Fig. 1: run 1, clock wires, drivers and flops
Scale bar: 20 um.
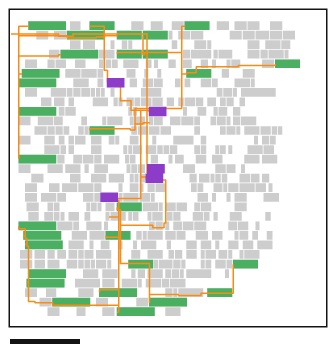
Fig. 2: run 1, cell classes on the final placement
Scale bar: 20 um.
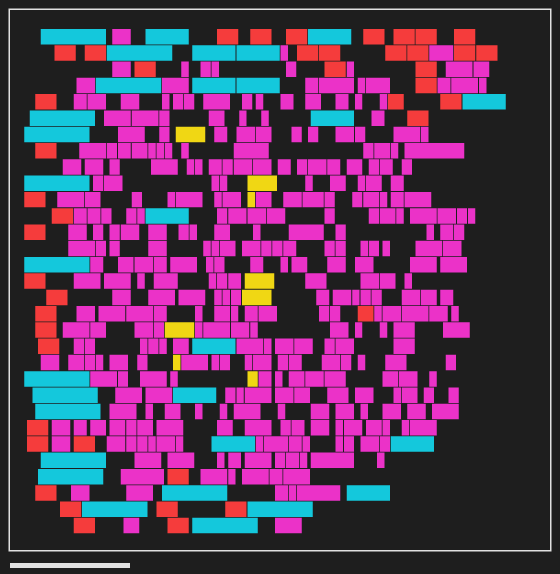
Fig. 3: run 1, power grid
Pins as bars on the die edge. Tap cells in grey.
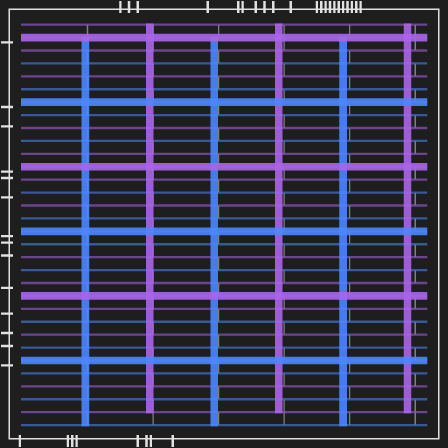
$ cat config.mk
export PLATFORM = sky130hd
export DESIGN_NAME = pwm_duty_ramp_ctrl
export DESIGN_NICKNAME = d
export VERILOG_FILES = /design/src/rtl/pwm_pkg.sv /design/src/rtl/pwm_valley_detect.sv /design/src/rtl/pwm_duty_ramp_ctrl.sv
export SDC_FILE = /design/constraint.sdc
export NUM_CORES = 1
export LEC_CHECK = 0
export CAP_MARGIN = 20
export CORE_MARGIN = 2
export CORE_UTILIZATION = 45
export CTS_CLUSTER_SIZE = 24
export DETAILED_ROUTE_END_ITERATION = 10
export PLACE_DENSITY = 0.71
export SYNTH_ARGS = -nofsm -noshare
export SYNTH_HDL_FRONTEND = slang
export SYNTH_HIERARCHICAL = 1
export SYNTH_SLANG_ARGS = --single-unit
$ cat constraint.sdc
create_clock -name clk -period 5.4 [get_ports clk]
set_clock_uncertainty 0.2 [all_clocks]
set_input_delay 1.08 -clock clk [delete_from_list [all_inputs] [get_ports clk]]
set_output_delay 1.08 -clock clk [all_outputs]
set_load 0.02 [all_outputs]
$ cat src/rtl/pwm_pkg.sv
// Shared definitions for carrier-synchronous PWM controllers.
package pwm_pkg;

  localparam int PWM_RESOLUTION = 10;
  localparam int DUTY_MAX       = 2**PWM_RESOLUTION - 1;

  typedef enum logic {
    IDLE = 1'b0,
    RAMP = 1'b1
  } state_e;

endpackage

$ cat src/rtl/pwm_valley_detect.sv
// Single-cycle valley pulse for a dual-slope carrier: fires on the first
// clock the counter sits at zero, never again until it has left zero.
module pwm_valley_detect
  import pwm_pkg::*;
#(
  parameter int RESOLUTION = PWM_RESOLUTION
) (
  input  logic                  clk,
  input  logic                  rst,
  input  logic [RESOLUTION-1:0] counter_i,
  output logic                  valley_o
);

  logic is_zero;
  logic prev_zero_q;

  assign is_zero  = (counter_i == '0);
  assign valley_o = is_zero && !prev_zero_q;

  // Reset to 1 so a counter already parked at zero does not fire on release.
  always_ff @(posedge clk) begin
    if (rst) begin
      prev_zero_q <= 1'b1;
    end else begin
      prev_zero_q <= is_zero;
    end
  end

endmodule

$ cat src/rtl/pwm_duty_ramp_ctrl.sv
// Walks the PWM compare value toward a requested target, one step per
// RAMP_DIV carrier valleys, so every carrier period sees a stable compare.
module pwm_duty_ramp_ctrl
  import pwm_pkg::*;
#(
  parameter int RESOLUTION = PWM_RESOLUTION,
  parameter int STEP_W     = 6,
  parameter int RAMP_DIV   = 1,
  parameter int INIT_DUTY  = 0
) (
  input  logic                  clk,
  input  logic                  rst,
  input  logic [RESOLUTION-1:0] counter,
  input  logic                  direction,
  input  logic [RESOLUTION-1:0] tgt_duty,
  input  logic [STEP_W-1:0]     tgt_step,
  input  logic                  tgt_valid,
  output logic                  tgt_ready,
  output logic [RESOLUTION-1:0] duty,
  output logic                  busy,
  output logic                  done
);

  localparam int DIV_W = (RAMP_DIV > 1) ? $clog2(RAMP_DIV) : 1;
  localparam logic [DIV_W-1:0] DIV_LAST = DIV_W'(RAMP_DIV - 1);

  state_e                state_q, state_d;
  logic [RESOLUTION-1:0] duty_q, duty_d;
  logic [RESOLUTION-1:0] tgt_q, tgt_d;
  logic [STEP_W-1:0]     step_q, step_d;
  logic [DIV_W-1:0]      div_cnt_q, div_cnt_d;
  logic                  done_q, done_d;
  logic                  busy_q, busy_d;
  logic [RESOLUTION-1:0] next_duty;
  logic                  valley;

  // One step toward tgt in RESOLUTION+1 bits; clamping to tgt stops overshoot and wrap.
  function automatic logic [RESOLUTION-1:0] step_toward(
    input logic [RESOLUTION-1:0] cur,
    input logic [RESOLUTION-1:0] tgt,
    input logic [STEP_W-1:0]     step
  );
    logic [RESOLUTION:0] cur_x, tgt_x, step_x, nxt_x;
    cur_x  = {1'b0, cur};
    tgt_x  = {1'b0, tgt};
    step_x = (RESOLUTION+1)'(step);
    nxt_x  = tgt_x;
    if (step != '0) begin
      if (tgt_x > cur_x) begin
        if (cur_x + step_x < tgt_x) nxt_x = cur_x + step_x;
      end else if (tgt_x < cur_x) begin
        if (cur_x > tgt_x + step_x) nxt_x = cur_x - step_x;
      end
    end
    return nxt_x[RESOLUTION-1:0];
  endfunction

  pwm_valley_detect #(
    .RESOLUTION(RESOLUTION)
  ) u_valley (
    .clk      (clk),
    .rst      (rst),
    .counter_i(counter),
    .valley_o (valley)
  );

  // The cycle after done is blocked so a new accept never coincides with done.
  assign tgt_ready = (state_q == IDLE) && !done_q;
  assign duty      = duty_q;
  assign busy      = busy_q;
  assign done      = done_q;
  assign next_duty = step_toward(duty_q, tgt_q, step_q);

  always_comb begin
    state_d   = state_q;
    duty_d    = duty_q;
    tgt_d     = tgt_q;
    step_d    = step_q;
    div_cnt_d = div_cnt_q;
    done_d    = 1'b0;
    busy_d    = busy_q;
    unique case (state_q)
      IDLE: begin
        busy_d = 1'b0;
        if (tgt_valid && tgt_ready) begin
          tgt_d     = tgt_duty;
          step_d    = tgt_step;
          div_cnt_d = '0;
          if (tgt_duty == duty_q) begin
            done_d = 1'b1;
          end else begin
            state_d = RAMP;
            busy_d  = 1'b1;
          end
        end
      end
      RAMP: begin
        if (valley) begin
          if (div_cnt_q == DIV_LAST) begin
            div_cnt_d = '0;
            duty_d    = next_duty;
            if (next_duty == tgt_q) begin
              state_d = IDLE;
              done_d  = 1'b1;
            end
          end else begin
            div_cnt_d = div_cnt_q + DIV_W'(1);
          end
        end
      end
      default: state_d = IDLE;
    endcase
  end

  always_ff @(posedge clk) begin
    if (rst) begin
      state_q   <= IDLE;
      duty_q    <= RESOLUTION'(INIT_DUTY);
      div_cnt_q <= '0;
      done_q    <= 1'b0;
      busy_q    <= 1'b0;
    end else begin
      state_q   <= state_d;
      duty_q    <= duty_d;
      div_cnt_q <= div_cnt_d;
      done_q    <= done_d;
      busy_q    <= busy_d;
    end
    tgt_q  <= tgt_d;
    step_q <= step_d;
  end

  // The carrier must be heading up right after its valley.
  a_valley_dir: assert property (@(posedge clk) disable iff (rst) valley |=> direction);

endmodule

==> notes.md, run 1 <==
Figures from the implementation reports.

- The number of global-route vias before repair came to 3,236.
- Looking at the worst setup and hold paths, the clock pins of their registers show a slew of 0.07 ns.
- The sort of element at the end of the critical path reads a flop.
- The fraction of registers with async set/reset reads 0%.
- The non-clock buffer contribution to total cell area is 10.80%.
- Setup repair after global routing left no endpoint under its margin.
- The sum of internal, switching and leakage power is 0.6429 mW.
- The launching point of the worst reg2reg path reads tgt_q[0].
- The sequential share of power reads 41.6%.
- The count of flip-flops and latches is 30.
- The number of synthesized flops with an enable pin is 16.
- The layer carrying the most global-route usage is met2.
- At floorplan, the net count of the design was reported as 468.
- The run finished with clean final reports.
- The final period utilization is 91.37%.
- The flow inserted 99 tap cells.
- For this run, the number of Yosys warnings is 6.
- Per the OpenROAD floorplan log, the area of the core is 7214 um2.
- The height of the die reads 90.13 um.
- The number of design-rule violations left by the first detailed-router iteration reads 225.
- After detailed placement, the total cell area comes to 3856 um2.
- The area share of xor/xnor cells in the synthesized design reads 9.633%.
- The first-pass GRT wire length is 15,690 um.
- Per the timing report, the achievable frequency comes out to 202.7 MHz.
- The library cell used most frequently in the layout, excluding fill and tap cells, is ha_1.
- The worst hold path endpoint is busy.
- TritonRoute reported its final design rule violation total as 0.
- In the Yosys report, the sequential cells make up 22.79% of the chip area.
- The sum of net half-perimeters after detailed placement is 7792 um.
- The worst-case reg-to-reg setup slack stands at 0.47 ns.
- In this design, the stage delay of the slowest critical-path cell is 0.46 ns.
- The proportion of netlist area held by the largest area contributor is 17.62%.
- In this run the tool buffered the top-level ports with 41 buffer cells.
- The switching component of the power is 0.2140 mW.
- The final critical delay including setup and external delays reads 4.934 ns.
- The fill cell total of the finished layout reads 684.
- Of the post-synthesis cell area, the part taken by muxes is 0.5997%.
- After synthesis, the most frequently instantiated cells are 47 x ha_1, 37 x inv_1, 35 x a21oi_1, 28 x xnor2_1, 24 x nor2_1.
- The register area reads 760.7 um2.
- The layout buffer count excluding clock buffers is 43.
- The reported max-cap violation count is 0.
- In this run the remaining antenna-violating nets after routing total 0.
- In this run the worst setup path begins at tgt_q[0].
- Per STA, the endpoint of the critical path is state_q.
- The main kind of combinational logic by area reads AND-OR/OR-AND gates.
- The cell count after synthesis came out at 388.
- The normalized max-slew margin reads 42.28%.
- The layout has 38 inverters outside the clock class.
- The setup TNS is 0 ns.
- The post-synthesis share of cell area spent on and-or and or-and gates is 27.29%.
- The number of instances in the placed design reads 522.
- Of all nets on the critical path, the largest fanout is 10.
- Looking at the clock tree report, the maximum root-to-sink buffer count equals 2.
- The smallest setup slack after layout reads 0.4658 ns.
- The flip-flop cell with the highest count after synthesis is edfxtp_1.
- Once the clock tree was built, the resizer swapped 0 gates to a different size.
- The count of final setup violators is 0.
- TritonCTS built the clock tree.
- The insertion delay at the late pin of the worst-skew pair is 0.29 ns.
- The number of post-CTS setup repair buffers reads 0.
- The uppermost signal routing layer after detailed routing reads met4.
- The share of total power in combinational logic is 29.9%.
- The count of pins over their slew limit reads 0.
- Walking the worst path, the cells encountered are ha_1, fa_1, a211oi_1, o21bai_1, a21oi_1, nor3_1, xnor2_1, ha_1, a21o_1, a21oi_1, nor3b_1, a22o_1, or2_1, o21ai_0, a31oi_1, a31oi_1, o41a_1.
- The clock network fraction of total power reads 28.5%.
- The met1 track utilization from global routing reads 31.28%.
- According to the report, the first pass of detailed routing completed in 4 iterations.
- The detailed router reported a total wirelength of 9649 um.
- The critical path startpoint category is a flop.
- The congestion estimate from routability-driven global placement came to 0.9173.
- The power dissipated in sequential cells reads 0.267 mW.
- The met2 usage in global routing reads 40.35%.
- The library cell with the highest instance count after synthesis is ha_1.
- For reference, the final report shows the hold violation count at 0.
-- Fig. 1 (at the start) --
Key: clock wires = orange [length 574 um]; flip-flops = green [count 30]; clock drivers = purple [count 5]
There are 6 routed clock nets.

-- Fig. 2 (at the start) --
Key: remaining buffers and delay cells = red [cells 43, share of their area 11%]; clock drivers and dummy loads = yellow [cells 8, share of their area 2.1%]; sequential cells = cyan [cells 30, share of their area 20%]; combinational and other logic = magenta [cells 350, share of their area 67%]
sequential share of cell area: 19.32%
final design utilization: 54.58%

-- Fig. 3 (at the start) --
Key: VSS = blue; VDD = purple
99 tap cells. 6 straps on met5. 32 met1 rails follow the rows.

Fig. 4: run 1, clock wiring as the flow saved it
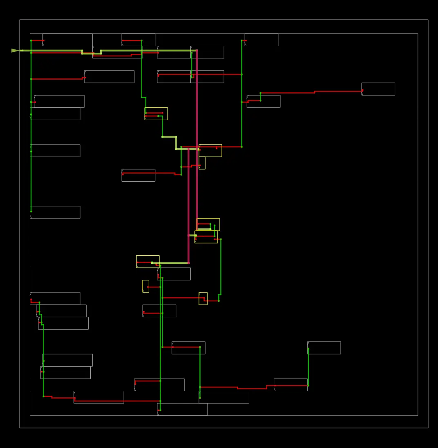

--- run 2 (diff from run 1) ---
--- a/config.mk
+++ b/config.mk
@@ -10,6 +10,7 @@
 export CORE_UTILIZATION = 45
 export CTS_CLUSTER_SIZE = 24
 export DETAILED_ROUTE_END_ITERATION = 10
+export GPL_TIMING_DRIVEN = 0
 export PLACE_DENSITY = 0.71
 export SYNTH_ARGS = -nofsm -noshare
 export SYNTH_HDL_FRONTEND = slang
==> constraint.sdc (replaced) <==
create_clock -name clk -period 5.4 [get_ports clk]
set_clock_uncertainty 0.2 [all_clocks]
set_input_delay 0.54 -clock clk [delete_from_list [all_inputs] [get_ports clk]]
set_output_delay 0.54 -clock clk [all_outputs]
set_load 0.02 [all_outputs]
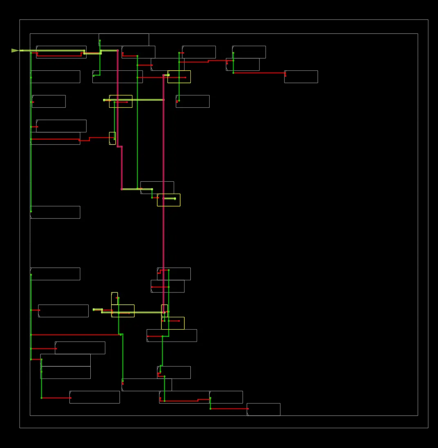
Fig. 5. Clock wiring as the flow saved it (run 2).
sinks on the clock net: 30
number of sequential cells: 30
clk pwr: 0.178 mW
insertion delay at the late pin of the worst-skew pair: 0.29 ns

==> run 2 against run 1 <==
Compared with the run above:
- setup slack got worse by 0.078 ns
- flip-flop count did not move
- core utilization grew 0.28 points
- cell area is 0.51% higher
- critical endpoint is now duty[9]
- largest cell class unchanged
==> notes.md, run 2 <==
Figures from the implementation reports.

- The clock tree from TritonCTS reads done.
- Among the non-sequential cells, AND-OR/OR-AND gates take the most area.
- The count of final setup violators is 0 (unchanged).
- The number of nets still failing antenna checks after routing was 0 (unchanged).
- Walking the worst path, the cells encountered are inv_1, ha_1, nand2b_1, a21oi_1, a221oi_1, a2111oi_0, xnor2_1, inv_1, ha_1, a2111oi_0, nand2_1, o22ai_1, nand3_1, a21oi_2, nor2_1, or3_1, a21oi_1.
- The hold violation count in the final report came to 0 (unchanged).
- The highest net fanout along the worst path is 8 (-2).
- The achievable frequency reads 199.5 MHz (-1.6%).
- According to the timing report, the critical path is launched from step_q[1].
- The number of synthesized flops with an enable pin is 16 (unchanged).
- The clock-pin slew reported for the worst setup and hold paths after clock tree synthesis was 0.07 ns (about the same).
- The power dissipated in sequential cells is 0.267 mW (about the same).
- By instance count after routing, the leading logic cell type is ha_1.
- The launching point of the worst reg2reg path is step_q[1].
- The met2 usage in global routing came to 42.61% (+2.3 points).
- The count of buffers from port buffering is 41 (unchanged).
- The maximum number of buffers from clock root to sink reads 2 (unchanged).
- The sequential share of power was 41.7% (about the same).
- The endpoint of the most critical setup path is duty[9].
- The sum of net half-perimeters after detailed placement reads 8030 um (+3.1%).
- The first-pass GRT wire length is 15,820 um (+0.83%).
- The non-clock buffer contribution to total cell area reads 11.16% (+0.36 points).
- Setup repair after global routing left no endpoint under its margin.
- The flow ran to the end, and the final reports show no timing, DRC or antenna violations.
- The setup TNS is 0 ns (unchanged).
- The post-synthesis share of cell area spent on and-or and or-and gates is 27.29% (unchanged).
- For reference, the top cells by count after synthesis are 47 x ha_1, 37 x inv_1, 35 x a21oi_1, 28 x xnor2_1, 24 x nor2_1.
- The proportion of netlist area held by the largest area contributor reads 17.62% (unchanged).
- The final critical delay including setup and external delays reads 5.012 ns (+0.07799 ns).
- The placed cell area is 3872 um2 (+0.42%).
- The number of well taps was 99 (unchanged).
- The count of pins over their slew limit was 0 (unchanged).
- The number of design-rule violations left by the first detailed-router iteration is 201 (-11%).
- The post-CTS resize count is 0 (unchanged).
- The layout buffer count excluding clock buffers is 49 (+14%).
- The normalized max-slew margin is 40.24% (-2.0 points).
- The final estimated routing congestion in global placement was 0.9143 (-0.33%).
- The final cell utilization of the core reads 54.86% (+0.28 points).
- The sort of element at the end of the critical path is a flop.
- The sum of internal, switching and leakage power is 0.6392 mW (-0.57%).
- The met1 track utilization from global routing is 31.83% (+0.54 points).
- The multiplexer share of the synthesized area reads 0.5997% (unchanged).
- The total number of yosys warnings reads 6 (unchanged).
- The number of remaining DRC errors was 0 (unchanged).
- The number of global-route vias before repair reads 3,164 (-2.2%).
- The critical path startpoint category is a flop.
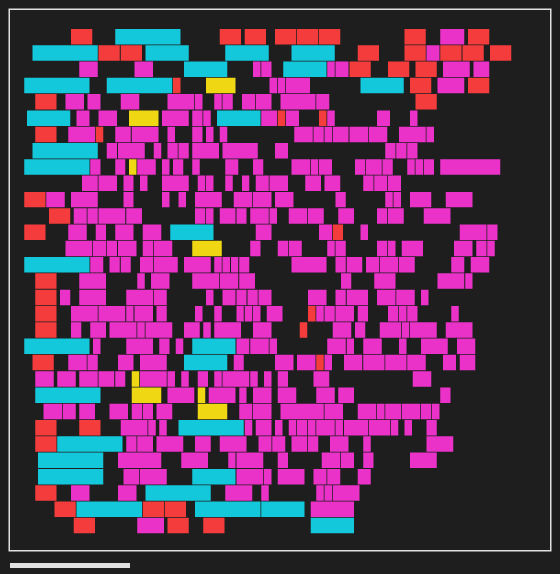
Fig. 6. Cell classes on the final placement (run 2).
Scale bar: 20 um.
Key: combinational and other logic = magenta [cells 350, share of their area 67%]; sequential cells = cyan [cells 30, share of their area 20%]; clock drivers and dummy loads = yellow [cells 8, share of their area 2.1%]; remaining buffers and delay cells = red [cells 49, share of their area 12%]

Power is estimated from default activity; no workload was simulated.
